<file path="src/rtl/bcd_sevenseg_scan.sv">
// bcd_sevenseg_scan: frame-snapshotted, time-multiplexed common-anode 7-segment BCD driver.
// Define LEADING_ZERO_BLANK_EN to blank leading zero digits (digit 0 is always shown).
module bcd_sevenseg_scan #(
    parameter int NUM_DIGITS  = 4,
    parameter int REFRESH_DIV = 100000
) (
    input  logic                    clk,
    input  logic                    clr,
    input  logic                    enable,
    input  logic [4*NUM_DIGITS-1:0] digits,
    input  logic                    ovf,
    input  logic                    ovf_clr,
    output logic [NUM_DIGITS-1:0]   an,
    output logic [6:0]              seg,
    output logic                    dp
);
    localparam int TW = $clog2(REFRESH_DIV);
    localparam int IW = $clog2(NUM_DIGITS);

    logic [TW-1:0]           tick_cnt;
    logic [IW-1:0]           idx;
    logic [4*NUM_DIGITS-1:0] snap;
    logic                    ovf_flag;
    logic [3:0]              cur;
    logic [NUM_DIGITS-1:0]   blank;
    logic [NUM_DIGITS-1:0]   one_hot;
    logic                    tick_end;
    logic                    last;

    function automatic logic [6:0] decode(input logic [3:0] d);
        case (d)
            4'd0: decode = 7'h40;
            4'd1: decode = 7'h79;
            4'd2: decode = 7'h24;
            4'd3: decode = 7'h30;
            4'd4: decode = 7'h19;
            4'd5: decode = 7'h12;
            4'd6: decode = 7'h02;
            4'd7: decode = 7'h78;
            4'd8: decode = 7'h00;
            4'd9: decode = 7'h10;
            default: decode = 7'h3F;
        endcase
    endfunction

    assign cur      = snap[{idx, 2'b00} +: 4];
    assign one_hot  = NUM_DIGITS'(1) << idx;
    assign tick_end = tick_cnt == TW'(REFRESH_DIV - 1);
    assign last     = idx == IW'(NUM_DIGITS - 1);

`ifdef LEADING_ZERO_BLANK_EN
    // A digit is blank only when it and every digit above it are zero.
    always_comb begin
        logic zeros;
        blank = '0;
        zeros = 1'b1;
        for (int k = NUM_DIGITS - 1; k > 0; k--) begin
            zeros    = zeros & (snap[4*k +: 4] == 4'd0);
            blank[k] = zeros;
        end
    end
`else
    assign blank = '0;
`endif

    always_ff @(posedge clk) begin
        if (clr) begin
            tick_cnt <= '0;
            idx      <= '0;
            ovf_flag <= 1'b0;
            snap     <= digits;
            an       <= '1;
            seg      <= 7'h7F;
            dp       <= 1'b1;
        end else begin
            if (enable) begin
                tick_cnt <= tick_end ? '0 : tick_cnt + TW'(1);
                if (tick_end) begin
                    idx <= last ? '0 : idx + IW'(1);
                    if (last) snap <= digits;
                end
            end
            ovf_flag <= ovf | (ovf_flag & ~ovf_clr);
            an       <= blank[idx] ? '1 : ~one_hot;
            seg      <= blank[idx] ? 7'h7F : decode(cur);
            dp       <= !(idx == '0 && ovf_flag);
        end
    end
endmodule

</file>
<file path="config.mk">
export PLATFORM = sky130hd
export DESIGN_NAME = bcd_sevenseg_scan
export DESIGN_NICKNAME = d
export VERILOG_FILES = /design/src/rtl/bcd_sevenseg_scan.sv
export SDC_FILE = /design/constraint.sdc
export NUM_CORES = 1
export LEC_CHECK = 0
export CORE_ASPECT_RATIO = 0.7
export CORE_MARGIN = 2
export CORE_UTILIZATION = 56
export DETAILED_ROUTE_END_ITERATION = 16
export PLACE_DENSITY = 0.86
export SYNTH_ARGS = -nofsm -noshare
export SYNTH_HDL_FRONTEND = slang
export SYNTH_SLANG_ARGS = --single-unit
</file>
<file path="constraint.sdc">
create_clock -name clk -period 6 [get_ports clk]
set_input_delay 0.9 -clock clk [delete_from_list [all_inputs] [get_ports clk]]
set_output_delay 0.9 -clock clk [all_outputs]
set_load 0.02 [all_outputs]
</file>
==> job_summary.md, run 1 <==
## Implementation flow summary

| Metric | Value |
|---|---|
| Worst max-slew margin expressed relative to the limit | 0.539 |
| Met3 wirelength from detailed routing | 199 um |
| Count of cell types in the netlist | 34 |
| Number of detailed-routing iterations run before antenna repair | 4 |
| Net count of the finished layout | 244 |
| Number of buffers outside the clock class in the layout | 32 |
| TNS Setup | 0 ns |
| Number of buffers and inverters on the critical path | 1 |
| Crit start category | input port |
| Crit path DRT | 5.93 ns |
| R2R cell count | 4 |
| PostCTS Resize Cnt | 0 |
| Outcome | finished clean |
| Period utilisation layout | 0.530 |
| Number of top-level pins | 33 |
| Part of the total power dissipated in the clock network | 0.299 |
| Family of cells with the greatest summed delay on the critical path | simple AND/OR/NAND/NOR gates |
| Wire length on met2 | 1930 um |
| Sequential power share | 0.600 |
| Area taken by multi-input logic gates | 838 um^2 |
| Floorplan utilization | 0.581 |
| Placer congestion estimate | 0.814 |
| Register clock-pin slew on the reported worst setup and hold paths | 0.08 ns |
| Post-route worst setup slack | 2.82 ns |
| Fraction of met1 tracks used by global routing | 0.230 |
| Peak ir drop on the vdd network | 230 uV |
| RSZ-0062 raised after global routing | no |
| Number of diodes | 0 |
| Number of synthesized register bits | 48 |
| Cell leakage power | 0.864 nW |
| Count of endpoints failing hold in the final timing report | 0 |
| Capturing point of the worst reg2reg path | snap[8] |
| Synthesized area divided by synthesized cell count | 11.2 um^2 |
| Number of sequential storage elements | 48 |
| Net switching power figure | 0.132 mW |
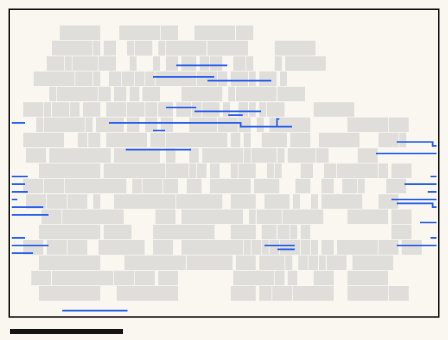
Fig. 1. M3 wires (run 1).
The bar under the picture is 20 um long.
longest straight run: 23.2 um
nets with wire on the layer: 31
main direction: horizontal

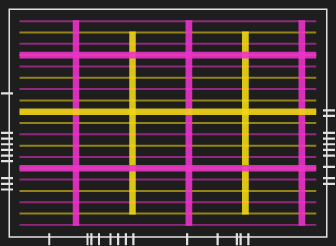
Fig. 2. Power grid (run 1).
Pins as bars on the die edge.
| net | color |
|---|---|
| VSS | magenta |
| VDD | yellow |
rows: 18
met1 rails: 19
signal pins: 33

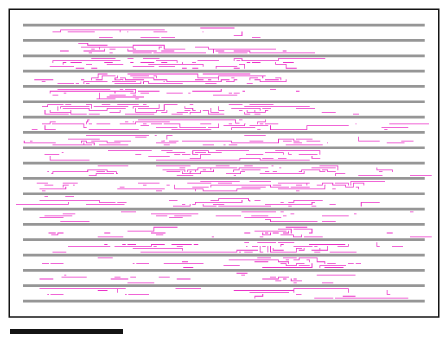
Fig. 3. Metal 1 (run 1).
The bar under the picture is 20 um long. Supply wires on this layer in gray.
longest straight run: 18.4 um
share of all routed wire: 43%
main direction: horizontal

Fig. 4: run 1, routing congestion map
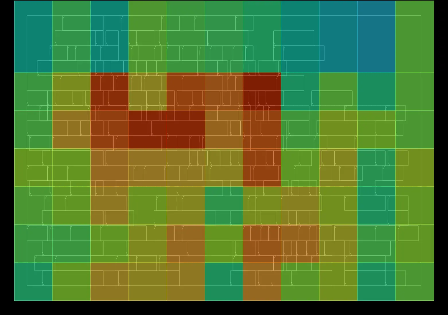

==> run 1 -> run 2 <==
- CORE_UTILIZATION: 56 -> 47
- PLACE_DENSITY: 0.86 -> 0.77
- clock period: 6 -> 2.7 ns (I/O delays scaled with it)
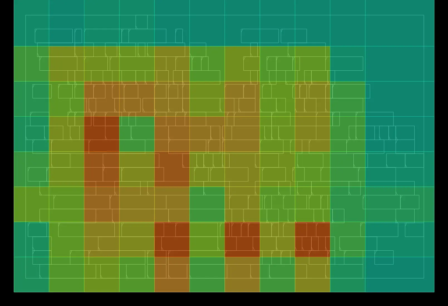
Fig. 5. Routing congestion map (run 2).
fraction of met1 tracks used by global routing: 0.233
global-route total usage across every layer: 0.163

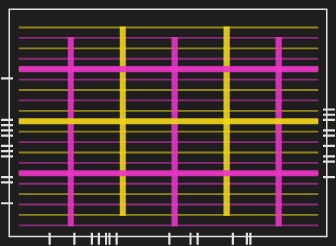
Fig. 6. Power grid (run 2).
Pins as bars on the die edge.
| net | color |
|---|---|
| VDD | yellow |
| VSS | magenta |
rows: 19
met1 rails: 20

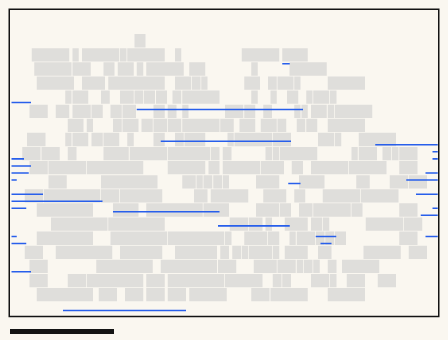
Fig. 7. M3 wires (run 2).
The bar under the picture is 20 um long.
main direction: horizontal
wire length on this layer: 198 um
nets with wire on the layer: 26
share of all routed wire: 5.6%

==> run 2 against run 1 <==
Effect of this change:
- clock power rose to 2.9 times the previous value
- combinational power is 130% higher
- sequential share of layout area fell by 1.2 points
- setup slack worse by 2.3 ns
- global-route usage fell by 3.6 points
==> job_summary.md, run 2 <==
## Implementation flow summary

| Metric | Value |
|---|---|
| TNS Setup | 0 ns |
| Count of cell types in the netlist | 34 |
| Number of detailed-routing iterations run before antenna repair | 4 |
| Part of the total power dissipated in the clock network | 0.353 |
| Worst max-slew margin expressed relative to the limit | 0.612 |
| Met3 wirelength from detailed routing | 198 um |
| Family of cells with the greatest summed delay on the critical path | multiplexers |
| Floorplan utilization | 0.502 |
| Post-route worst setup slack | 0.503 ns |
| RSZ-0062 raised after global routing | no |
| Number of buffers and inverters on the critical path | 0 |
| Peak ir drop on the vdd network | 416 uV |
| R2R cell count | 4 |
| Crit path DRT | 2.86 ns |
| Number of buffers outside the clock class in the layout | 35 |
| Wire length on met2 | 1470 um |
| Cell leakage power | 0.893 nW |
| PostCTS Resize Cnt | 0 |
| Number of top-level pins | 33 |
| Net switching power figure | 0.309 mW |
| Outcome | finished clean |
Fig. 8: run 2, metal 1
The bar under the picture is 20 um long. Supply wires on this layer in gray.
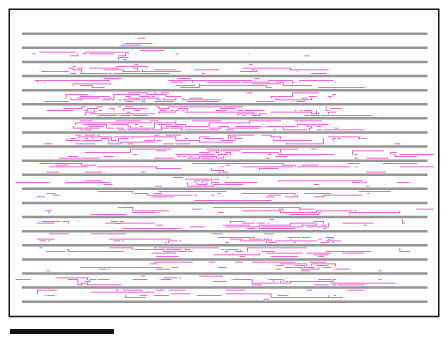

==> run 2 -> run 3 <==
- CORE_UTILIZATION: 47 -> 52
- PLACE_DENSITY: 0.77 -> 0.81
- clock period: 2.7 -> 2.3 ns (I/O delays scaled with it)
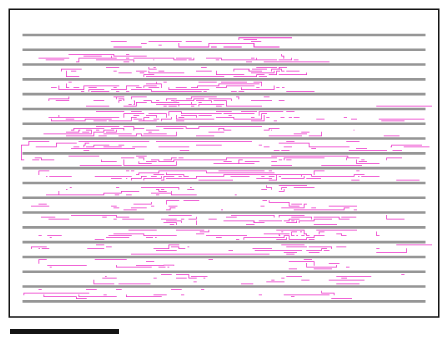
Fig. 9. Metal 1 (run 3).
The bar under the picture is 20 um long. Supply wires on this layer in gray.
nets with wire on the layer: 224
longest straight run: 25.3 um
main direction: horizontal
wire length on this layer: 1680 um
share of all routed wire: 45%

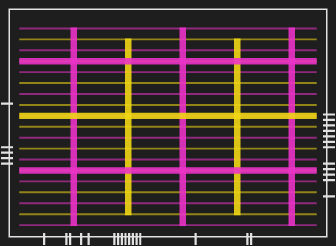
Fig. 10. Power grid (run 3).
Pins as bars on the die edge.
| net | color |
|---|---|
| VDD | yellow |
| VSS | magenta |
met1 rails: 19
signal pins: 33
rows: 18

==> run 3 against run 2 <==
Effect of this change:
- sequential cell count unchanged
- area after synthesis unchanged
- first-iteration DRC count up 17%
- global-route usage up 2.4 points
- die size down 9.1%
- sequential power up 17%
- clock power down 6.5%
- critical endpoint is now snap[1]
- largest power group unchanged
- highest routed layer unchanged
==> job_summary.md, run 3 <==
## Implementation flow summary

| Metric | Value |
|---|---|
| Highest-count cells in the layout ignoring fill and taps | sky130_fd_sc_hd__dfxtp_1 (32), sky130_fd_sc_hd__clkdlybuf4s50_1 (32), sky130_fd_sc_hd__nor2_1 (18) |
| Outcome | finished clean |
| RSZ-0062 raised after global routing | no |
| Synthesized area divided by synthesized cell count | 11.2 um^2 |
| Register clock-pin slew on the reported worst setup and hold paths | 0.08 ns |
| PostCTS Resize Cnt | 0 |
| Clock-net power | 0.475 mW |
| Number of buffers and inverters on the critical path | 2 |
| Library cell used as clock root buffer | sky130_fd_sc_hd__clkbuf_8 |
| Maximum level of the CTS H-tree | 2 |
| Sequential power share | 0.592 |
| Part of the total power dissipated in the clock network | 0.302 |
| Placer congestion estimate | 0.765 |
| Dominant combinational family | simple AND/OR/NAND/NOR gates |
| Post-route core utilization | 0.696 |
| Crit start category | input port |
| Number of detailed-routing iterations run before antenna repair | 6 |
| Met3 wirelength from detailed routing | 240 um |
| Number of top-level pins | 33 |
| Count of endpoints failing hold in the final timing report | 0 |
| Crit path DRT | 2.31 ns |
| Floorplan utilization | 0.560 |
| Number of synthesized register bits | 48 |
| R2R cell count | 4 |
| Number of sequential storage elements | 48 |
| Capturing point of the worst reg2reg path | seg[0] |
| Number of diodes | 0 |
| Cells in synth_stat.txt | 181 |
| Global-route total usage across every layer | 0.187 |
| Actual transition at the worst max-transition pin | 0.430 ns |
| Peak ir drop on the vdd network | 448 uV |
| Count of cell types in the netlist | 34 |
| Net count of the finished layout | 251 |
| Worst max-slew margin expressed relative to the limit | 0.713 |
| Period utilisation layout | 0.936 |
| Post-route worst setup slack | 0.148 ns |
| Worst Hold End | dp |
| TNS Setup | 0 ns |
| Cell leakage power | 0.901 nW |
| Number of buffers outside the clock class in the layout | 39 |
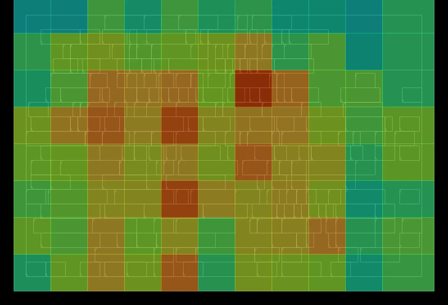
Fig. 11. Routing congestion map (run 3).
fraction of met1 tracks used by global routing: 0.254
Most Crowded Layer GR: met2

Power and IR drop assume default switching activity.
